File: src/rtl/cmp_stream_scheduler.sv
`default_nettype none
// ============================================================================
//  Module   : cmp_stream_scheduler
//  Purpose  : Serialises the per-component compressed tile streams into one
//             AXI-stream codestream frame for the JP2 bit assembler. Components
//             are served strictly in order 0..N_CMP-1, one packet each, and the
//             forwarded payload bytes are counted for Psot / box lengths.
//  Ports    : clk, rst_n           - clock, async active-low reset
//             start_i              - one-cycle pulse, begins a frame
//             busy_o, done_o       - frame in progress / final beat accepted
//             cmp_sel_o            - component currently served
//             byte_cnt_o           - bytes accepted in current/last frame
//             s_axis_cmp_*         - packed per-component source streams
//             m_axis_tx_*          - codestream output to the bit assembler
//  Revision : 1.0 - initial release
// ============================================================================
module cmp_stream_scheduler #(
    parameter int DATA_W = 32,
    parameter int KEEP_W = DATA_W / 8,
    parameter int N_CMP  = 3,
    parameter int CNT_W  = 32,
    parameter int SEL_W  = (N_CMP > 1) ? $clog2(N_CMP) : 1
) (
    input  logic                       clk,
    input  logic                       rst_n,
    input  logic                       start_i,
    output logic                       busy_o,
    output logic                       done_o,
    output logic [SEL_W-1:0]           cmp_sel_o,
    output logic [CNT_W-1:0]           byte_cnt_o,
    input  logic [N_CMP-1:0]           s_axis_cmp_valid_i,
    input  logic [N_CMP-1:0]           s_axis_cmp_last_i,
    input  logic [N_CMP*DATA_W-1:0]    s_axis_cmp_data_i,
    input  logic [N_CMP*KEEP_W-1:0]    s_axis_cmp_keep_i,
    output logic [N_CMP-1:0]           s_axis_cmp_ready_o,
    output logic                       m_axis_tx_valid_o,
    output logic                       m_axis_tx_last_o,
    output logic [DATA_W-1:0]          m_axis_tx_data_o,
    output logic [KEEP_W-1:0]          m_axis_tx_keep_o,
    input  logic                       m_axis_tx_ready_i
);

    typedef enum logic [1:0] {
        ST_IDLE   = 2'd0,
        ST_STREAM = 2'd1,
        ST_DRAIN  = 2'd2,
        ST_DONE   = 2'd3
    } state_t;

    state_t              state_q;
    logic                busy_q;
    logic                done_q;
    logic [SEL_W-1:0]    cmp_sel_q;
    logic [CNT_W-1:0]    byte_cnt_q;
    logic                m_valid_q;
    logic                m_last_q;
    logic [DATA_W-1:0]   m_data_q;
    logic [KEEP_W-1:0]   m_keep_q;

    logic                w_sel_valid;
    logic                w_sel_last;
    logic [DATA_W-1:0]   w_sel_data;
    logic [KEEP_W-1:0]   w_sel_keep;
    logic [CNT_W-1:0]    w_keep_bytes;
    logic                w_out_free;
    logic                w_streaming;
    logic                w_accept;
    logic                w_final_cmp;
    logic [N_CMP-1:0]    w_s_ready;

    // Mux the currently served component onto a single beat.
    always_comb begin
        w_sel_valid = 1'b0;
        w_sel_last  = 1'b0;
        w_sel_data  = '0;
        w_sel_keep  = '0;
        for (int k = 0; k < N_CMP; k++) begin
            if (cmp_sel_q == SEL_W'(k)) begin
                w_sel_valid = s_axis_cmp_valid_i[k];
                w_sel_last  = s_axis_cmp_last_i[k];
                w_sel_data  = s_axis_cmp_data_i[k*DATA_W +: DATA_W];
                w_sel_keep  = s_axis_cmp_keep_i[k*KEEP_W +: KEEP_W];
            end
        end
    end

    // Byte enables need not be contiguous, so count every set bit.
    always_comb begin
        w_keep_bytes = '0;
        for (int b = 0; b < KEEP_W; b++) begin
            w_keep_bytes = w_keep_bytes + CNT_W'(w_sel_keep[b]);
        end
    end

    // The single output register can take a new beat when empty or draining
    // this cycle; this keeps full throughput without a skid buffer.
    assign w_out_free  = ~m_valid_q | m_axis_tx_ready_i;
    assign w_streaming = (state_q == ST_STREAM);
    assign w_accept    = w_streaming & w_sel_valid & w_out_free;
    assign w_final_cmp = (cmp_sel_q == SEL_W'(N_CMP - 1));

    always_comb begin
        w_s_ready = '0;
        for (int k = 0; k < N_CMP; k++) begin
            w_s_ready[k] = w_streaming && (cmp_sel_q == SEL_W'(k)) && w_out_free;
        end
    end

    always_ff @(posedge clk or negedge rst_n) begin
        if (!rst_n) begin
            state_q    <= ST_IDLE;
            busy_q     <= 1'b0;
            done_q     <= 1'b0;
            cmp_sel_q  <= '0;
            byte_cnt_q <= '0;
            m_valid_q  <= 1'b0;
            m_last_q   <= 1'b0;
            m_data_q   <= '0;
            m_keep_q   <= '0;
        end else begin
            done_q <= 1'b0;

            // Output register empties on a downstream handshake; contents
            // hold while stalled.
            if (m_valid_q && m_axis_tx_ready_i) begin
                m_valid_q <= 1'b0;
            end

            case (state_q)
                ST_IDLE: begin
                    if (start_i) begin
                        cmp_sel_q  <= '0;
                        byte_cnt_q <= '0;
                        busy_q     <= 1'b1;
                        state_q    <= ST_STREAM;
                    end
                end

                ST_STREAM: begin
                    if (w_accept) begin
                        m_valid_q  <= 1'b1;
                        m_data_q   <= w_sel_data;
                        m_keep_q   <= w_sel_keep;
                        // Only the last component's end-of-packet ends the frame.
                        m_last_q   <= w_sel_last & w_final_cmp;
                        byte_cnt_q <= byte_cnt_q + w_keep_bytes;
                        if (w_sel_last) begin
                            if (w_final_cmp) begin
                                state_q <= ST_DRAIN;
                            end else begin
                                cmp_sel_q <= cmp_sel_q + SEL_W'(1);
                            end
                        end
                    end
                end

                ST_DRAIN: begin
                    if (m_valid_q && m_axis_tx_ready_i) begin
                        done_q  <= 1'b1;
                        state_q <= ST_DONE;
                    end
                end

                ST_DONE: begin
                    busy_q  <= 1'b0;
                    state_q <= ST_IDLE;
                end

                default: begin
                    state_q <= ST_IDLE;
                end
            endcase
        end
    end

    assign busy_o             = busy_q;
    assign done_o             = done_q;
    assign cmp_sel_o          = cmp_sel_q;
    assign byte_cnt_o         = byte_cnt_q;
    assign s_axis_cmp_ready_o = w_s_ready;
    assign m_axis_tx_valid_o  = m_valid_q;
    assign m_axis_tx_last_o   = m_last_q;
    assign m_axis_tx_data_o   = m_data_q;
    assign m_axis_tx_keep_o   = m_keep_q;

endmodule
`default_nettype wire

File: config.mk
export PLATFORM = sky130hd
export DESIGN_NAME = cmp_stream_scheduler
export DESIGN_NICKNAME = d
export VERILOG_FILES = /design/src/rtl/cmp_stream_scheduler.sv
export SDC_FILE = /design/constraint.sdc
export NUM_CORES = 1
export LEC_CHECK = 0
export CORE_ASPECT_RATIO = 0.6
export CORE_UTILIZATION = 42
export DETAILED_ROUTE_END_ITERATION = 7
export PLACE_DENSITY_LB_ADDON = 0.2
export SLEW_MARGIN = 0
export SYNTH_ARGS = -nofsm -noshare
export SYNTH_HDL_FRONTEND = slang
export SYNTH_SLANG_ARGS = --single-unit
File: constraint.sdc
create_clock -name clk -period 4.57 [get_ports clk]
set_input_delay 0.6855 -clock clk [delete_from_list [all_inputs] [get_ports clk]]
set_output_delay 0.6855 -clock clk [all_outputs]
set_load 0.01 [all_outputs]
### Floorplan with the power grid, run 1

Scale bar: 50 um. Pins as bars on the die edge.
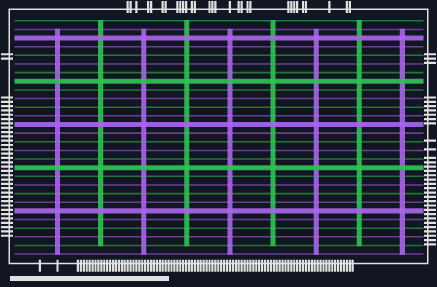
- purple: VSS
- green: VDD
- rows: 27
- met4 straps: 9
Max IR drop VDD: 0.3066 mV
Core Area: 9459 um^2
die span in y: 79.56 um
Die X: 131.3 um

### Cell classes on the final placement, run 1

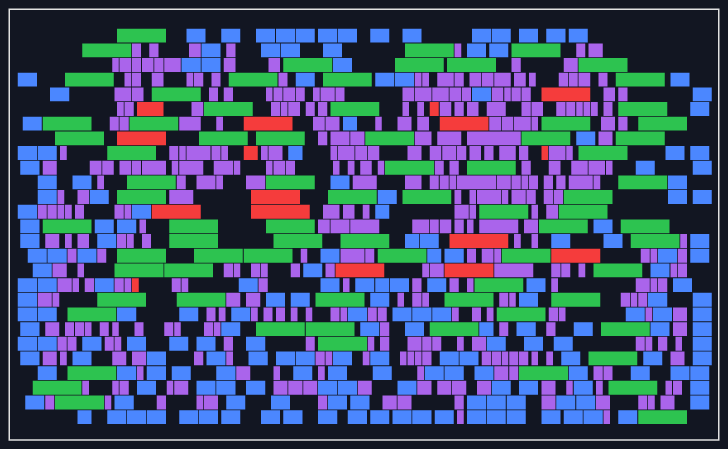
- blue: remaining buffers and delay cells (cells 201)
- green: sequential cells (cells 76)
- red: clock drivers and dummy loads (cells 16)
- purple: combinational and other logic (cells 382)
Finished Core Util: 69.35%
# rows: 27

### Routed clock nets over the placement, run 1

Scale bar: 50 um.
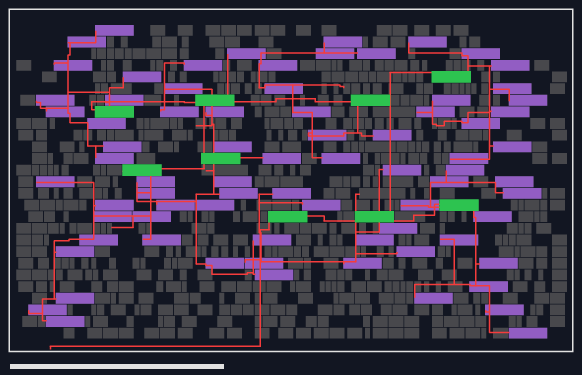
- purple: flip-flops (count 76)
- red: clock wires (length 1040 um)
- green: clock drivers (count 9)
- routed clock nets: 10
clk pwr: 0.766 mW
clk_skew: 0.006116 ns
Clock Power Share: 23.2%
worst skew pair latency: 0.34 ns

==> summary.txt, run 1 <==
Yosys chip area - 4210 um^2
CP startpoint - cmp_sel_o[0]$_DFFE_PN0P_
CLK BUF - 12
NonClk Buf Share - 30.36%
RSZ-0062 raised after global routing - no
synthesized area per cell - 8.575 um^2
DR WL/cell - 16.16 um
yosys simple share - 19.79%
Final setup viols - 0
top_reg_cell synth - dfrtp_1
gr busiest metal - met2
Die Area - 10440 um^2
cts hold-fix bufs - 0
tool warnings - 31
period utilization - 90.75%
fin cells - 805
R2R setup slack - 0.42 ns
crit-path cells - inv_1 -> ha_2 -> a21oi_1 -> a21oi_1 -> fa_1 -> fa_1 -> inv_1 -> fa_1 -> inv_1 -> nor4_2 -> nand4_1 -> or3_1 -> a21oi_1
comb area leader - AND-OR/OR-AND gates
status - finished clean
number of nets at floorplan - 620
adder share - 3.804%
top power group - combinational cells
Seq power - 0.960 mW
f_max - 241.1 MHz
tap cell count - 130
Design Area, Final - 6560 um^2
Post-synth EDFFs - 0
Worst Setup EP - byte_cnt_o[28]$_DFFE_PN0P_
hold slack - 0.4814 ns
hpwl dp - 9615 um
Seq. cell area - 1902 um^2
DR pass1 iterations - 5
most frequent cell after synthesis - dfrtp_1
Synth mux share - 0.9807%
Hold Vio Cnt, Final - 0
total track usage - 25.97%
# clock sinks - 76
post-synth top area cell - dfrtp_1
fillcell total - 743
Leading cell kind - combinational gates
worst setup path category - flop to flop
Yosys reg bits - 76
net switching power - 1.261 mW
startpoint types - flop
gr ovfl total - 0
first-pass GRT wire length - 21440 um
post-synthesis sequential area ratio - 45.17%
Logic power comb - 1.58 mW
Setup TNS Final - 0 ns
--- run 2 (diff from run 1) ---
--- a/config.mk
+++ b/config.mk
@@ -6,7 +6,7 @@
 export NUM_CORES = 1
 export LEC_CHECK = 0
 export CORE_ASPECT_RATIO = 0.6
-export CORE_UTILIZATION = 42
+export CORE_UTILIZATION = 45
 export DETAILED_ROUTE_END_ITERATION = 7
 export PLACE_DENSITY_LB_ADDON = 0.2
 export SLEW_MARGIN = 0
==> constraint.sdc (replaced) <==
create_clock -name clk -period 4.8 [get_ports clk]
set_input_delay 0.72 -clock clk [delete_from_list [all_inputs] [get_ports clk]]
set_output_delay 0.72 -clock clk [all_outputs]
set_load 0.01 [all_outputs]
### Floorplan with the power grid, run 2

Scale bar: 50 um. Pins as bars on the die edge.
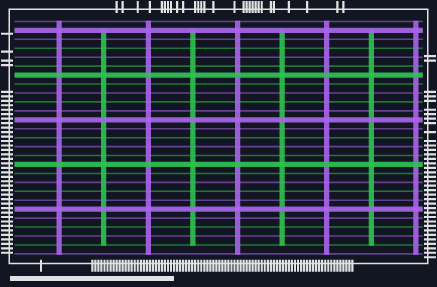
Die X: 126.9 um
die span in y: 76.93 um
Core Area: 8783 um^2
Max IR drop VDD: 0.2703 mV

==> summary.txt, run 2 <==
status - finished clean
tap cell count - 112
total track usage - 28.62%
startpoint types - flop
Cell Int Power - 1.838 mW
R2R setup slack - 0.36 ns
Die Area - 9760 um^2
yosys simple share - 19.79%
Slew Limit Fails - 0
cts hold-fix bufs - 0
gr busiest metal - met2
adder share - 3.804%
Leading cell kind - combinational gates
# clock sinks - 76
CP startpoint - cmp_sel_o[1]$_DFFE_PN0P_
period utilization - 92.54%
most frequent cell after synthesis - dfrtp_1
post-synthesis sequential area ratio - 45.17%
Finished Core Util - 73.68%
Yosys chip area - 4210 um^2
gr ovfl total - 0
hpwl dp - 9788 um
Final setup viols - 0
Seq power - 0.917 mW
Design Area, Final - 6471 um^2
top power group - combinational cells
Worst Setup EP - byte_cnt_o[31]$_DFFE_PN0P_
fin cells - 783
CLK BUF - 11
top_reg_cell synth - dfrtp_1
crit-path cells - inv_1 -> ha_1 -> buf_4 -> nand3b_1 -> a21oi_1 -> a21oi_1 -> fa_1 -> fa_1 -> nand2b_1 -> a2111oi_4 -> nand4_1 -> or4_1 -> a21oi_1
fillcell total - 664
RSZ-0062 raised after global routing - no
# rows - 26
Hold Vio Cnt, Final - 0
first-pass GRT wire length - 21810 um
Synth mux share - 0.9807%
net switching power - 1.205 mW
Post-synth EDFFs - 0
comb area leader - AND-OR/OR-AND gates
clk_skew - 0.004583 ns
Setup TNS Final - 0 ns
DR WL/cell - 16.94 um
Logic power comb - 1.52 mW
### Clock nets, run 2

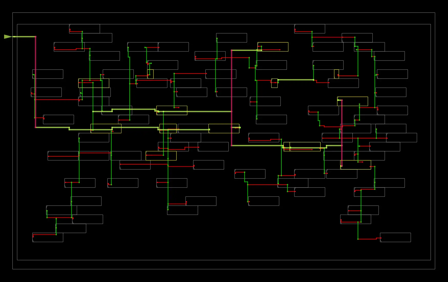
clk pwr: 0.603 mW
worst skew pair latency: 0.33 ns

--- run 3 (diff from run 2) ---
--- a/config.mk
+++ b/config.mk
@@ -9,7 +9,7 @@
 export CORE_UTILIZATION = 45
 export DETAILED_ROUTE_END_ITERATION = 7
 export PLACE_DENSITY_LB_ADDON = 0.2
-export SLEW_MARGIN = 0
+export SLEW_MARGIN = 15
 export SYNTH_ARGS = -nofsm -noshare
 export SYNTH_HDL_FRONTEND = slang
 export SYNTH_SLANG_ARGS = --single-unit
### Clock nets, run 3

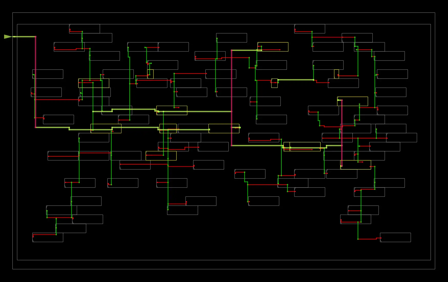
# clock sinks: 76
CLK BUF: 11
CTS buffer count: 9
clk_skew: 0.004583 ns
seq_cells: 76

### Cell classes on the final placement, run 3

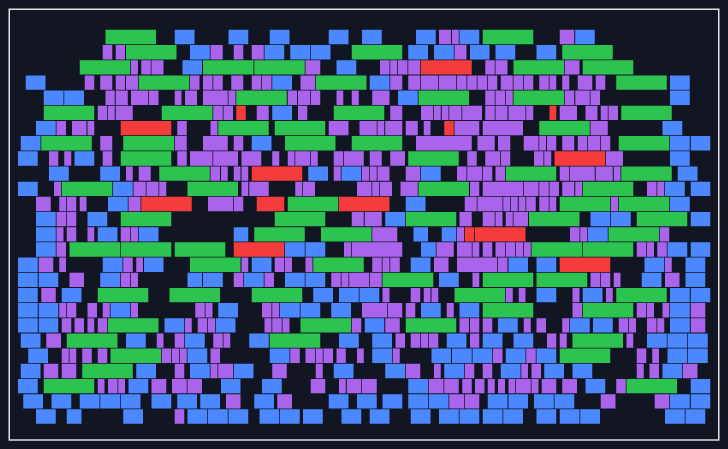
- red: clock drivers and dummy loads (cells 14)
- green: sequential cells (cells 76)
- purple: combinational and other logic (cells 382)
- blue: remaining buffers and delay cells (cells 199)
Finished Core Util: 73.68%
# rows: 26

==> summary.txt, run 3 <==
status - finished clean
post-synthesis sequential area ratio - 45.17%
Slew Limit Fails - 0
number of nets at floorplan - 620
tool warnings - 31
Yosys reg bits - 76
first-pass GRT wire length - 21810 um
yosys simple share - 19.79%
Yosys chip area - 4210 um^2
post-synth top area cell - dfrtp_1
Die Area - 9760 um^2
Post-synth EDFFs - 0
CP startpoint - cmp_sel_o[1]$_DFFE_PN0P_
Setup TNS Final - 0 ns
Core Area - 8783 um^2
Design Area, Final - 6471 um^2
total track usage - 28.62%
f_max - 225.1 MHz
top power group - combinational cells
Hold Vio Cnt, Final - 0
Clock Power Share - 19.8%
synthesized area per cell - 8.575 um^2
Seq. cell area - 1902 um^2
DR pass1 iterations - 6
startpoint types - flop
Worst Setup EP - byte_cnt_o[31]$_DFFE_PN0P_
cts hold-fix bufs - 0
Cell Int Power - 1.838 mW
DR WL/cell - 16.94 um
hpwl dp - 9788 um
gr ovfl total - 0
Die X - 126.9 um
period utilization - 92.54%
comb area leader - AND-OR/OR-AND gates
hold slack - 0.4774 ns
Synth mux share - 0.9807%
fillcell total - 664
most frequent cell after synthesis - dfrtp_1
Final setup viols - 0
Leading cell kind - combinational gates
die span in y - 76.93 um
RSZ-0062 raised after global routing - no
R2R setup slack - 0.36 ns
NonClk Buf Share - 30.55%
fin cells - 783
Max IR drop VDD - 0.2703 mV
gr busiest metal - met2
Power is estimated from default activity; no workload was simulated.
